==> src/rtl/i2c_txn_scheduler_pkg.sv <==
`default_nettype none
// ============================================================================
//  Module   : i2c_txn_scheduler_pkg
//  Purpose  : Shared types for the I2C transaction scheduler.
//  Revision : 1.0
// ============================================================================
package i2c_txn_scheduler_pkg;

    typedef enum logic {
        I2C_WRITE = 1'b0,
        I2C_READ  = 1'b1
    } i2c_op_t;

    typedef enum logic [2:0] {
        CMD_START    = 3'd0,
        CMD_STOP     = 3'd1,
        CMD_WRITE    = 3'd2,
        CMD_READ_ACK = 3'd3,
        CMD_READ_NAK = 3'd4
    } i2c_cmd_t;

    typedef enum logic [2:0] {
        ST_IDLE  = 3'd0,
        ST_GRANT = 3'd1,
        ST_START = 3'd2,
        ST_ADDR  = 3'd3,
        ST_WDATA = 3'd4,
        ST_RDATA = 3'd5,
        ST_STOP  = 3'd6,
        ST_DONE  = 3'd7
    } sched_state_t;

endpackage
`default_nettype wire

==> src/rtl/i2c_txn_scheduler_rr_arbiter.sv <==
`default_nettype none
// ============================================================================
//  Module   : rr_arbiter
//  Purpose  : Combinational round-robin pick: first request at/after ptr.
//  Revision : 1.0
// ============================================================================
module rr_arbiter #(
    parameter int NUM_REQ = 4,
    parameter int PTR_W   = 2
) (
    input  logic [NUM_REQ-1:0] req,
    input  logic [PTR_W-1:0]   ptr,
    output logic [NUM_REQ-1:0] grant,
    output logic               valid
);

    logic [PTR_W-1:0] w_idx;

    always_comb begin
        grant = '0;
        valid = 1'b0;
        w_idx = '0;
        for (int i = 0; i < NUM_REQ; i++) begin
            w_idx = PTR_W'((int'(ptr) + i) % NUM_REQ);
            if (!valid && req[w_idx]) begin
                grant[w_idx] = 1'b1;
                valid        = 1'b1;
            end
        end
    end

endmodule
`default_nettype wire

==> src/rtl/i2c_txn_scheduler.sv <==
`default_nettype none
// ============================================================================
//  Module   : i2c_txn_scheduler
//  Purpose  : Round-robin sharing of one byte-level I2C master engine.
//  Revision : 1.0
// ============================================================================
module i2c_txn_scheduler
    import i2c_txn_scheduler_pkg::*;
#(
    parameter int NUM_REQ        = 4,
    parameter int I2C_ADDR_WIDTH = 7,
    parameter int I2C_DATA_WIDTH = 8,
    parameter int LEN_WIDTH      = 4
) (
    input  logic                                clk_i,
    input  logic                                rst_i,
    input  logic [NUM_REQ-1:0]                  req_valid_i,
    output logic [NUM_REQ-1:0]                  req_ready_o,
    input  logic [NUM_REQ*I2C_ADDR_WIDTH-1:0]   req_addr_i,
    input  logic [NUM_REQ-1:0]                  req_op_i,
    input  logic [NUM_REQ*LEN_WIDTH-1:0]        req_len_i,
    input  logic [NUM_REQ*I2C_DATA_WIDTH-1:0]   wr_data_i,
    input  logic [NUM_REQ-1:0]                  wr_valid_i,
    output logic [NUM_REQ-1:0]                  wr_ready_o,
    output logic [I2C_DATA_WIDTH-1:0]           rd_data_o,
    output logic [NUM_REQ-1:0]                  rd_valid_o,
    output logic [NUM_REQ-1:0]                  done_o,
    output logic                                nak_o,
    output logic                                cmd_valid_o,
    input  logic                                cmd_ready_i,
    output logic [2:0]                          cmd_o,
    output logic [I2C_DATA_WIDTH-1:0]           cmd_data_o,
    input  logic                                rsp_valid_i,
    input  logic                                rsp_nak_i,
    input  logic [I2C_DATA_WIDTH-1:0]           rsp_data_i
);

    localparam int PTR_W = (NUM_REQ > 1) ? $clog2(NUM_REQ) : 1;
    localparam logic [LEN_WIDTH-1:0] c_len_one = LEN_WIDTH'(1);

    sched_state_t               r_state;
    sched_state_t               w_next;
    logic [PTR_W-1:0]           r_ptr;
    logic [PTR_W-1:0]           r_gidx;
    logic [I2C_ADDR_WIDTH-1:0]  r_addr;
    i2c_op_t                    r_op;
    logic [LEN_WIDTH-1:0]       r_len;
    logic                       r_err;
    logic                       r_pending;
    logic [I2C_DATA_WIDTH-1:0]  r_rd_data;
    logic [NUM_REQ-1:0]         r_rd_valid;

    logic [NUM_REQ-1:0]         w_arb_grant;
    logic                       w_arb_valid;
    logic [PTR_W-1:0]           w_arb_idx;
    logic                       w_rsp;
    logic                       w_fire;
    logic [I2C_DATA_WIDTH-1:0]  w_addr_byte;

    rr_arbiter #(
        .NUM_REQ (NUM_REQ),
        .PTR_W   (PTR_W)
    ) u_arb (
        .req   (req_valid_i),
        .ptr   (r_ptr),
        .grant (w_arb_grant),
        .valid (w_arb_valid)
    );

    always_comb begin
        w_arb_idx = '0;
        for (int i = 0; i < NUM_REQ; i++) begin
            if (w_arb_grant[i]) begin
                w_arb_idx = PTR_W'(i);
            end
        end
    end

    // A response only counts when a command is actually outstanding.
    assign w_rsp       = r_pending && rsp_valid_i;
    assign w_fire      = cmd_valid_o && cmd_ready_i;
    assign w_addr_byte = I2C_DATA_WIDTH'({r_addr, r_op});
    assign rd_data_o   = r_rd_data;
    assign rd_valid_o  = r_rd_valid;

    always_ff @(posedge clk_i) begin
        if (rst_i) begin
            r_state <= ST_IDLE;
        end else begin
            r_state <= w_next;
        end
    end

    always_comb begin
        w_next = r_state;
        case (r_state)
            ST_IDLE:  if (w_arb_valid) w_next = ST_GRANT;
            ST_GRANT: w_next = ST_START;
            ST_START: if (w_rsp) w_next = ST_ADDR;
            ST_ADDR: begin
                if (w_rsp) begin
                    if (rsp_nak_i || (r_len == '0)) w_next = ST_STOP;
                    else if (r_op == I2C_WRITE)     w_next = ST_WDATA;
                    else                            w_next = ST_RDATA;
                end
            end
            ST_WDATA: if (w_rsp && (rsp_nak_i || (r_len == c_len_one))) w_next = ST_STOP;
            ST_RDATA: if (w_rsp && (r_len == c_len_one)) w_next = ST_STOP;
            ST_STOP:  if (w_rsp) w_next = ST_DONE;
            ST_DONE:  w_next = ST_IDLE;
            default:  w_next = ST_IDLE;
        endcase
    end

    always_ff @(posedge clk_i) begin
        if (rst_i) begin
            r_ptr      <= '0;
            r_gidx     <= '0;
            r_addr     <= '0;
            r_op       <= I2C_WRITE;
            r_len      <= '0;
            r_err      <= 1'b0;
            r_pending  <= 1'b0;
            r_rd_data  <= '0;
            r_rd_valid <= '0;
        end else begin
            r_rd_valid <= '0;
            if (w_fire) begin
                r_pending <= 1'b1;
            end else if (rsp_valid_i) begin
                r_pending <= 1'b0;
            end
            case (r_state)
                ST_IDLE: begin
                    if (w_arb_valid) r_gidx <= w_arb_idx;
                end
                ST_GRANT: begin
                    r_addr <= req_addr_i[r_gidx*I2C_ADDR_WIDTH +: I2C_ADDR_WIDTH];
                    r_op   <= i2c_op_t'(req_op_i[r_gidx]);
                    r_len  <= req_len_i[r_gidx*LEN_WIDTH +: LEN_WIDTH];
                end
                ST_ADDR: begin
                    if (w_rsp && rsp_nak_i) r_err <= 1'b1;
                end
                ST_WDATA: begin
                    if (w_rsp) begin
                        r_len <= r_len - c_len_one;
                        if (rsp_nak_i) r_err <= 1'b1;
                    end
                end
                ST_RDATA: begin
                    if (w_rsp) begin
                        r_len              <= r_len - c_len_one;
                        r_rd_data          <= rsp_data_i;
                        r_rd_valid[r_gidx] <= 1'b1;
                    end
                end
                ST_DONE: begin
                    r_ptr <= (r_gidx == PTR_W'(NUM_REQ - 1)) ? '0 : r_gidx + PTR_W'(1);
                    r_err <= 1'b0;
                end
                default: ;
            endcase
        end
    end

    always_comb begin
        req_ready_o = '0;
        wr_ready_o  = '0;
        done_o      = '0;
        nak_o       = 1'b0;
        cmd_valid_o = 1'b0;
        cmd_o       = CMD_START;
        cmd_data_o  = '0;
        case (r_state)
            ST_GRANT: req_ready_o[r_gidx] = 1'b1;
            ST_START: begin
                cmd_valid_o = !r_pending;
                cmd_o       = CMD_START;
            end
            ST_ADDR: begin
                cmd_valid_o = !r_pending;
                cmd_o       = CMD_WRITE;
                cmd_data_o  = w_addr_byte;
            end
            ST_WDATA: begin
                // The byte is only offered once the requester has one ready.
                cmd_valid_o        = !r_pending && wr_valid_i[r_gidx];
                cmd_o              = CMD_WRITE;
                cmd_data_o         = wr_data_i[r_gidx*I2C_DATA_WIDTH +: I2C_DATA_WIDTH];
                wr_ready_o[r_gidx] = !r_pending && wr_valid_i[r_gidx] && cmd_ready_i;
            end
            ST_RDATA: begin
                cmd_valid_o = !r_pending;
                cmd_o       = (r_len == c_len_one) ? CMD_READ_NAK : CMD_READ_ACK;
            end
            ST_STOP: begin
                cmd_valid_o = !r_pending;
                cmd_o       = CMD_STOP;
            end
            ST_DONE: begin
                done_o[r_gidx] = 1'b1;
                nak_o          = r_err;
            end
            default: ;
        endcase
    end

endmodule
`default_nettype wire

==> config.mk <==
export PLATFORM = sky130hd
export DESIGN_NAME = i2c_txn_scheduler
export DESIGN_NICKNAME = d
export VERILOG_FILES = /design/src/rtl/i2c_txn_scheduler_pkg.sv /design/src/rtl/i2c_txn_scheduler_rr_arbiter.sv /design/src/rtl/i2c_txn_scheduler.sv
export SDC_FILE = /design/constraint.sdc
export NUM_CORES = 1
export LEC_CHECK = 0
export CAP_MARGIN = 20
export CORE_UTILIZATION = 40
export CTS_CLUSTER_DIAMETER = 200
export DETAILED_ROUTE_END_ITERATION = 12
export GPL_TIMING_DRIVEN = 0
export PLACE_DENSITY_LB_ADDON = 0.15
export SLEW_MARGIN = 15
export SYNTH_ARGS = -nofsm -noshare
export SYNTH_HDL_FRONTEND = slang
export SYNTH_SLANG_ARGS = --single-unit
==> constraint.sdc <==
create_clock -name clk_i -period 3.5 [get_ports clk_i]
set_clock_uncertainty 0.15 [all_clocks]
set_input_delay 0.35 -clock clk_i [delete_from_list [all_inputs] [get_ports clk_i]]
set_output_delay 0.35 -clock clk_i [all_outputs]
set_load 0.02 [all_outputs]
Run 1, signal wires on met1:
Drawn at 3 px/um. Supply wires on this layer in grey.
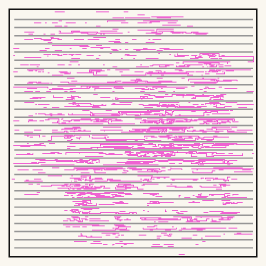
The wires run mostly horizontal. 477 nets have wire on it. The layer holds 41% of the routed length.
Vias: 2818
final wirelength: 7995 um
met1 demand-to-capacity share in global routing: 0.2963

Run 1, clock network drawn from the DEF:
Drawn at 4 px/um.
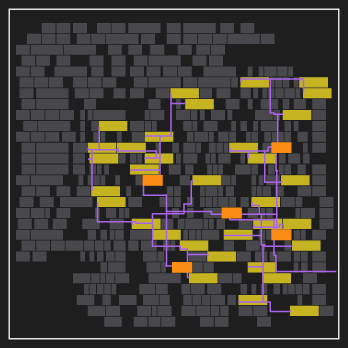
clock-net drivers: marked orange, count 5. flip-flops: marked yellow, count 33. clock wires: marked purple, length 420 um.
There are 6 routed clock nets.
Power Clock: 278 uW
Late-Pin Clk Latency: 0.28 ns
clock share of power: 0.212

Run 1, clock wiring as the flow saved it:
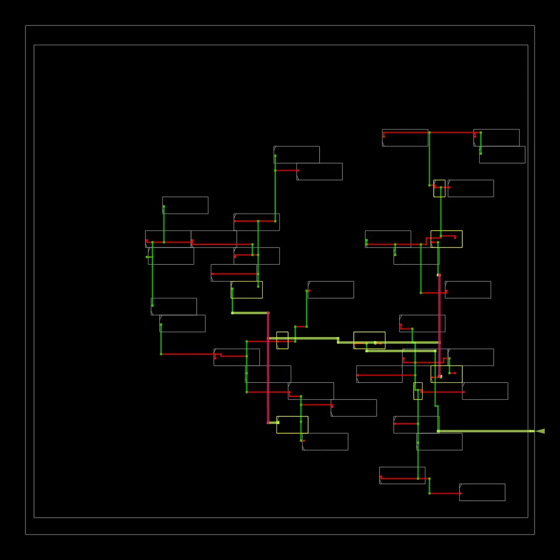
clock tree sinks: 33
Inserted Clock Buffers: 5

==> run summary, run 1 <==
Item: results of the latest flow run.

- Yosys attributes the largest share of cell area to sky130_fd_sc_hd__dfxtp_1 26%, sky130_fd_sc_hd__mux4_2 19%, sky130_fd_sc_hd__ha_1 6.8%.
- The flow ran to the end, and the final reports show no timing, DRC or antenna violations.
- The cell-mix breakdown from Yosys lists the compound-gate area share as 0.1935.
- The reg-to-reg critical path endpoint is r_gidx[0].
- The synthesized design contains 0 enable-type register cells.
- Once placement finished, the instance area stood at 4016 sq um.
- The met3 global-route usage is 0.04667.
- For this block, the initial DRC count from the detailed router was 148.
- The cell count of the worst hold path is 2.
- The highest supply drop recorded on VDD is 0.2486 mV.
- In this run, placement finished with an instance count of roughly 500.
- The floorplan die width is 82.02 um.
- The transition time at the pin with the least slew margin is 0.7011 ns.
- The layout stage reports a final design area of 4099 sq um.
- The prevailing logic family in the synthesized netlist is simple AND/OR/NAND/NOR gates.
- Looking at the reg2reg group, the worst path starts from r_ptr[0].
- The flip-flop and latch count after synthesis is 33.
- Per the synthesis report, the XOR/XNOR share of the synthesized area is 0.
- Excluding fillers, the count of instances in the completed layout stands at just over 500.
- In this run the maximum-capacitance check reported violations numbering 0.
- The clock tree synthesis step divided the H-tree into 2 levels.
- The met2 track demand over resource in global routing is 0.4223.
- The most common cell after layout, fill and taps aside is sky130_fd_sc_hd__clkdlybuf4s50_1.
- The area growth from synthesis to layout is 60.04%.
-- run 1: final cells by class --
cell class              count  area [sq um]
flip-flops and latches     33         660.6
fillers                   498          1962
plain buffers              21         87.58
clock inverters             2         10.01
clock buffers               6         72.57
well taps                  75         93.84
repair buffers            136          1361
inverters                   9         33.78
multi-input cells         228          1779
-- run 1: metrics by stage --
step | utilization | setup WS, ns
2_1_floorplan | - | 0.9685
3_3_place_gp | 0.6627 | 0.6569
3_5_place_dp | 0.6627 | 0.6603
4_1_cts | 0.6763 | 0.3460
5_1_grt | 0.6763 | 0.1726
6_report | 0.6763 | 0.3329
-- run 1: metal layers --
| metal | part of all wire | wire [um] |
|---|---|---|
| met5 | 0 | 0 |
| met4 | 0.0066 | 53 |
| met2 | 0.52 | 4193 |
| met1 | 0.41 | 3287 |
| met3 | 0.058 | 461 |
Run 1, signal wires on met3:
Drawn at 6 px/um. Cells faint in the background.
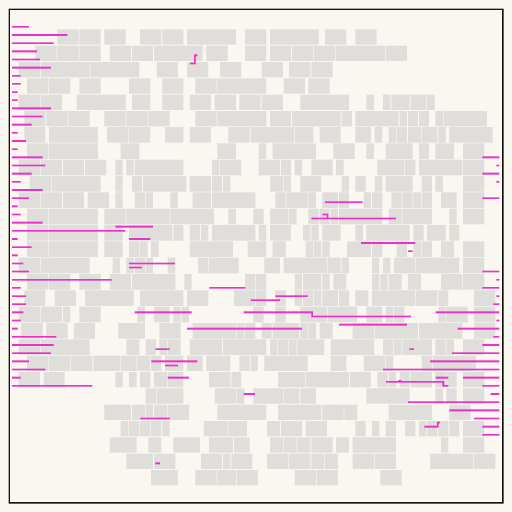

==> run 1 -> run 2 <==
Settings changed: CAP_MARGIN 20 to unset, CORE_UTILIZATION 40 to 35.
Run 2, signal wires on met3:
Drawn at 6 px/um. Cells faint in the background.
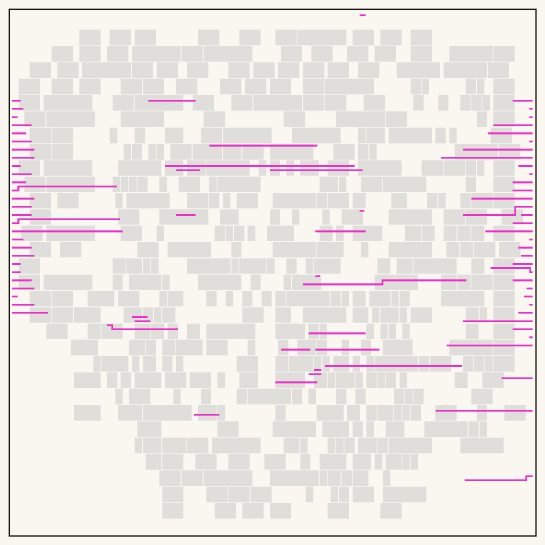
The longest straight run is 31.3 um. 73 nets have wire on it. The layer holds 6.0% of the routed length. The wires run mostly horizontal. The layer carries 476 um of wire.
met3 layer usage reported by global route: 0.04807
Vias: 2742
final wirelength: 7979 um

Run 2, signal wires on met1:
Drawn at 3 px/um. Supply wires on this layer in grey.
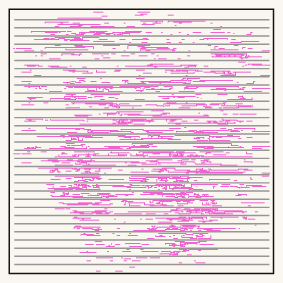
The layer holds 43% of the routed length. The wires run mostly horizontal.
met1 demand-to-capacity share in global routing: 0.2730

==> run summary, run 2 <==
Item: results of the latest flow run.

- The leakage power is 1.469 nW (about the same).
- The cell count of the worst hold path came to 2 (unchanged).
- The number of levels in the clock H-tree is 2 (unchanged).
- The worst reg2reg path startpoint was r_ptr[0] (unchanged).
- The setup slack after layout is 0.3670 ns (was 0.3329 ns).
- The reg-to-reg critical path endpoint is r_gidx[0] (unchanged).
- The sum of met3 wire segment lengths after detailed routing is 475 um (was 461 um).
- The final cell count without fillers is 530 (was 510).
- The area growth from synthesis to layout came to 61.21% (was 60.04%).
- The number of DRC markers after the initial detailed-route iteration is 103 (was 148).
- The uppermost signal routing layer after detailed routing is met4 (unchanged).
- The height of the die came to 87.55 um (was 82.02 um).
- The TritonCTS buffer count was 5 (unchanged).
- The max-slew violation count is 0 (unchanged).
- The post-layout instance area is 4129 sq um (was 4099 sq um).
- Outcome: completed (unchanged).
- The wire length on met2 is 3940 um (was 4193 um).
- The count of clock tree sinks is 33 (unchanged).
- The total of max-cap violations is 0 (unchanged).
- The met2 track demand over resource in global routing is 0.3729 (was 0.4223).
- The half-perimeter wire length of the detailed placement result is 6459 um (was 6388 um).
- The power in combinational cells is 593 uW (was 591 uW).
- The clock network power share was 0.220 (was 0.212).
- The clock latency at the later pin of the worst-skew pair came to 0.28 ns (about the same).
- The worst setup timing slack at the placement stage is 0.6552 ns (was 0.6603 ns).
- The met1 wire length is 3405 um (was 3287 um).
- The peak-usage layer in the global routing report is met2 (unchanged).
- The flip-flop and latch count after synthesis was 33 (unchanged).
- The critical path capture point type is an output port (unchanged).
- The transition time at the pin with the least slew margin is 0.7093 ns (was 0.7011 ns).
- The most common cell after layout, fill and taps aside is sky130_fd_sc_hd__clkdlybuf4s50_1 (unchanged).
- The floorplan die width is 87.55 um (was 82.02 um).
- The buffer type at the clock tree root is sky130_fd_sc_hd__clkbuf_8 (unchanged).
- The placed cell area is 4043 sq um (was 4016 sq um).
- The number of enable-type register cells in the synthesized netlist is 0 (unchanged).
- The number of filler instances in the final layout is 663 (was 498).
- The total placed cells including tap cells is 523 (was 502).
- Top area cell types: sky130_fd_sc_hd__dfxtp_1 26%, sky130_fd_sc_hd__mux4_2 19%, sky130_fd_sc_hd__ha_1 6.8% (unchanged).
Run 2, placement density heat map:
Drawn at 4 px/um. The die is cut into 9 by 9 equal tiles; white is low, dark blue is high, 0 to 100% covered.
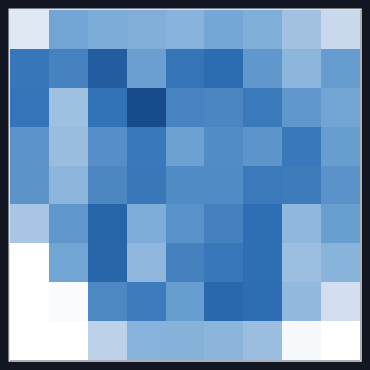
8.6% of the tiles are over 75% full. The emptiest ninth of the die: lower left. The fullest tile reaches 89%. 6.2% of the tiles are nearly empty. The mean over all tiles is 52%.
Core Footprint: 6944 sq um
Final Util: 0.5946
fp util: 0.3688

-- run 2: cell counts after synthesis --
No cell type changed its count.
-- run 2: kinds of logic (layout without fill, tap and decap cells) --
logic type	count (synthesis)	in the layout	share of synthesized area
adder cells (fa/ha/maj)	14	14	0.06839
flip-flops	33	33	0.2579
AND/OR/NAND/NOR	113	113	0.2189
multiplexers	27	27	0.2140
AND-OR/OR-AND	74	74	0.1935
buffers and inverters	30	173	0.04738
-- run 2: area by class of cell --
class,instances,area [sq um],share of cell area
Buffer,21,87.58,0.02121
Clock buffer,7,86.33,0.02091
Inverter,9,33.78,0.008182
Multi-Input combinational cell,228,1779,0.4309
Sequential cell,33,660.6,0.1600
Tap cell,96,120.1,0.02909
Timing Repair Buffer,136,1361,0.3297
Run 2, clock network drawn from the DEF:
Drawn at 4 px/um.
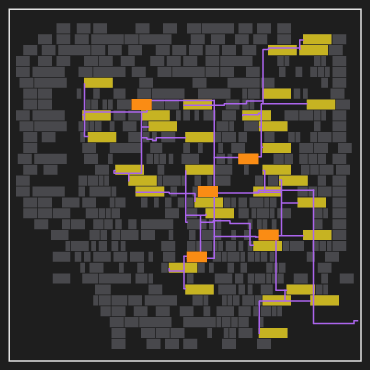

==> run 2 -> run 3 <==
Settings changed: CTS_CLUSTER_DIAMETER 200 to unset.
Clock period 3.5 ns to 2.6 ns, I/O delays scaled along.
Run 3, clock network drawn from the DEF:
Drawn at 4 px/um.
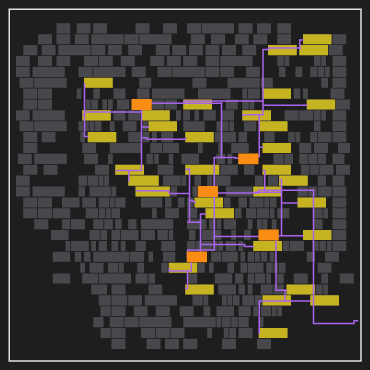
clock wires: marked purple, length 470 um. flip-flops: marked yellow, count 33. clock-net drivers: marked orange, count 5.
There are 6 routed clock nets.
clock share of power: 0.215
Power Clock: 391 uW

Run 3, placement density heat map:
Drawn at 4 px/um. The die is cut into 9 by 9 equal tiles; white is low, dark blue is high, 0 to 100% covered.
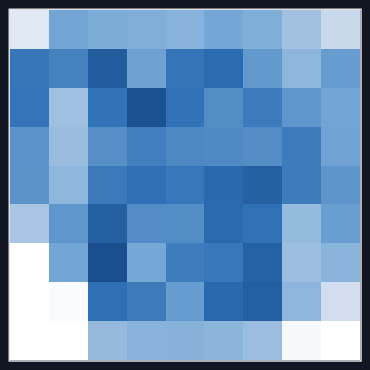
14% of the tiles are over 75% full. The mean over all tiles is 54%. The emptiest ninth of the die: lower left. 6.2% of the tiles are nearly empty. The fullest tile reaches 88%. The densest ninth of the die: centre.
Final Util: 0.6119

==> run summary, run 3 <==
Item: results of the latest flow run.

- The prevailing logic family in the synthesized netlist is simple AND/OR/NAND/NOR gates (unchanged).
- The area growth from synthesis to layout came to 65.90% (was 61.21%).
- The wire length on met2 is 4106 um (was 3940 um).
- The most common cell after layout, fill and taps aside is sky130_fd_sc_hd__clkdlybuf4s50_1 (unchanged).
- The peak-usage layer in the global routing report is met2 (unchanged).
- The count of clock tree sinks is 33 (unchanged).
- The post-synthesis xor/xnor area fraction is 0 (unchanged).
- The maximum vdd ir drop is 0.1789 mV (was 0.1354 mV).
- The half-perimeter wire length of the detailed placement result is 6459 um (unchanged).
- The uppermost signal routing layer after detailed routing is met4 (unchanged).
- The cell count of the worst hold path is 2 (unchanged).
- The met3 global-route usage was 0.04807 (unchanged).
- The worst reg2reg path startpoint is r_ptr[0] (unchanged).
- The met1 wire length came to 3336 um (was 3405 um).
- The synthesized-area fraction occupied by and/or/nand/nor cells is 0.2189 (unchanged).
- The reg-to-reg critical path endpoint is r_gidx[0] (unchanged).
- The leakage power is 1.605 nW (was 1.469 nW).
- The initial core utilization is 0.3688 (unchanged).
- The TritonCTS buffer count is 5 (unchanged).
- The floorplan die width is 87.55 um (unchanged).
- The met2 track demand over resource in global routing was 0.3771 (was 0.3729).
- The number of DRC markers after the initial detailed-route iteration is 147 (was 103).
- The post-detailed-routing wire length came to 8107 um (was 7979 um).
- The transition time at the pin with the least slew margin is 0.7139 ns (was 0.7093 ns).
- The worst setup timing slack at the placement stage came to -0.1751 ns (was 0.6552 ns).
- The proportion of synthesized area in mux cells came to 0.2140 (unchanged).
- The total of max-cap violations is 0 (unchanged).
- The count of vias placed by the detailed router came to 2766 (was 2742).
- The clock latency at the later pin of the worst-skew pair is 0.28 ns (about the same).
- Outcome: completed (unchanged).
- The sum of met3 wire segment lengths after detailed routing is 508 um (was 475 um).
- The number of levels in the clock H-tree was 2 (unchanged).
Run 3, clock wiring as the flow saved it:
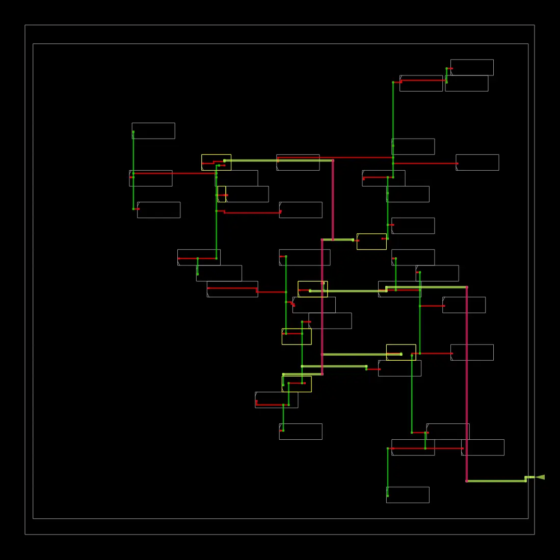
sequential cells: 33
layout clock buffer count: 7

-- run 3: cell count changes in the layout (fill, tap and decap cells not counted), sizes merged --
cell / before / now
clkdlybuf4s50: 136 / 121
dlygate4sd2: 0 / 14
clkinvlp: 0 / 1
clkbuf: 19 / 21
dlymetal6s2s: 0 / 1
inv: 9 / 8
buf: 9 / 11
-- run 3: final cells by class --
class	count	area (sq um)
fill	654	2695
multi-input combinational	228	1819
timing repair buffer	140	1376
sequential	33	669.4
buffer	21	140.1
tap	96	120.1
clock buffer	7	86.33
inverter	9	37.54
-- run 3: power breakdown --
part           internal (mW)  switching [mW]  total [mW]  leakage (nW)
logic                  0.461           0.372       0.833          1.29
registers              0.554          0.0385       0.592         0.271
clock network          0.210           0.181       0.391        0.0443
total                   1.22           0.592        1.82          1.61
Power and IR drop assume default switching activity.
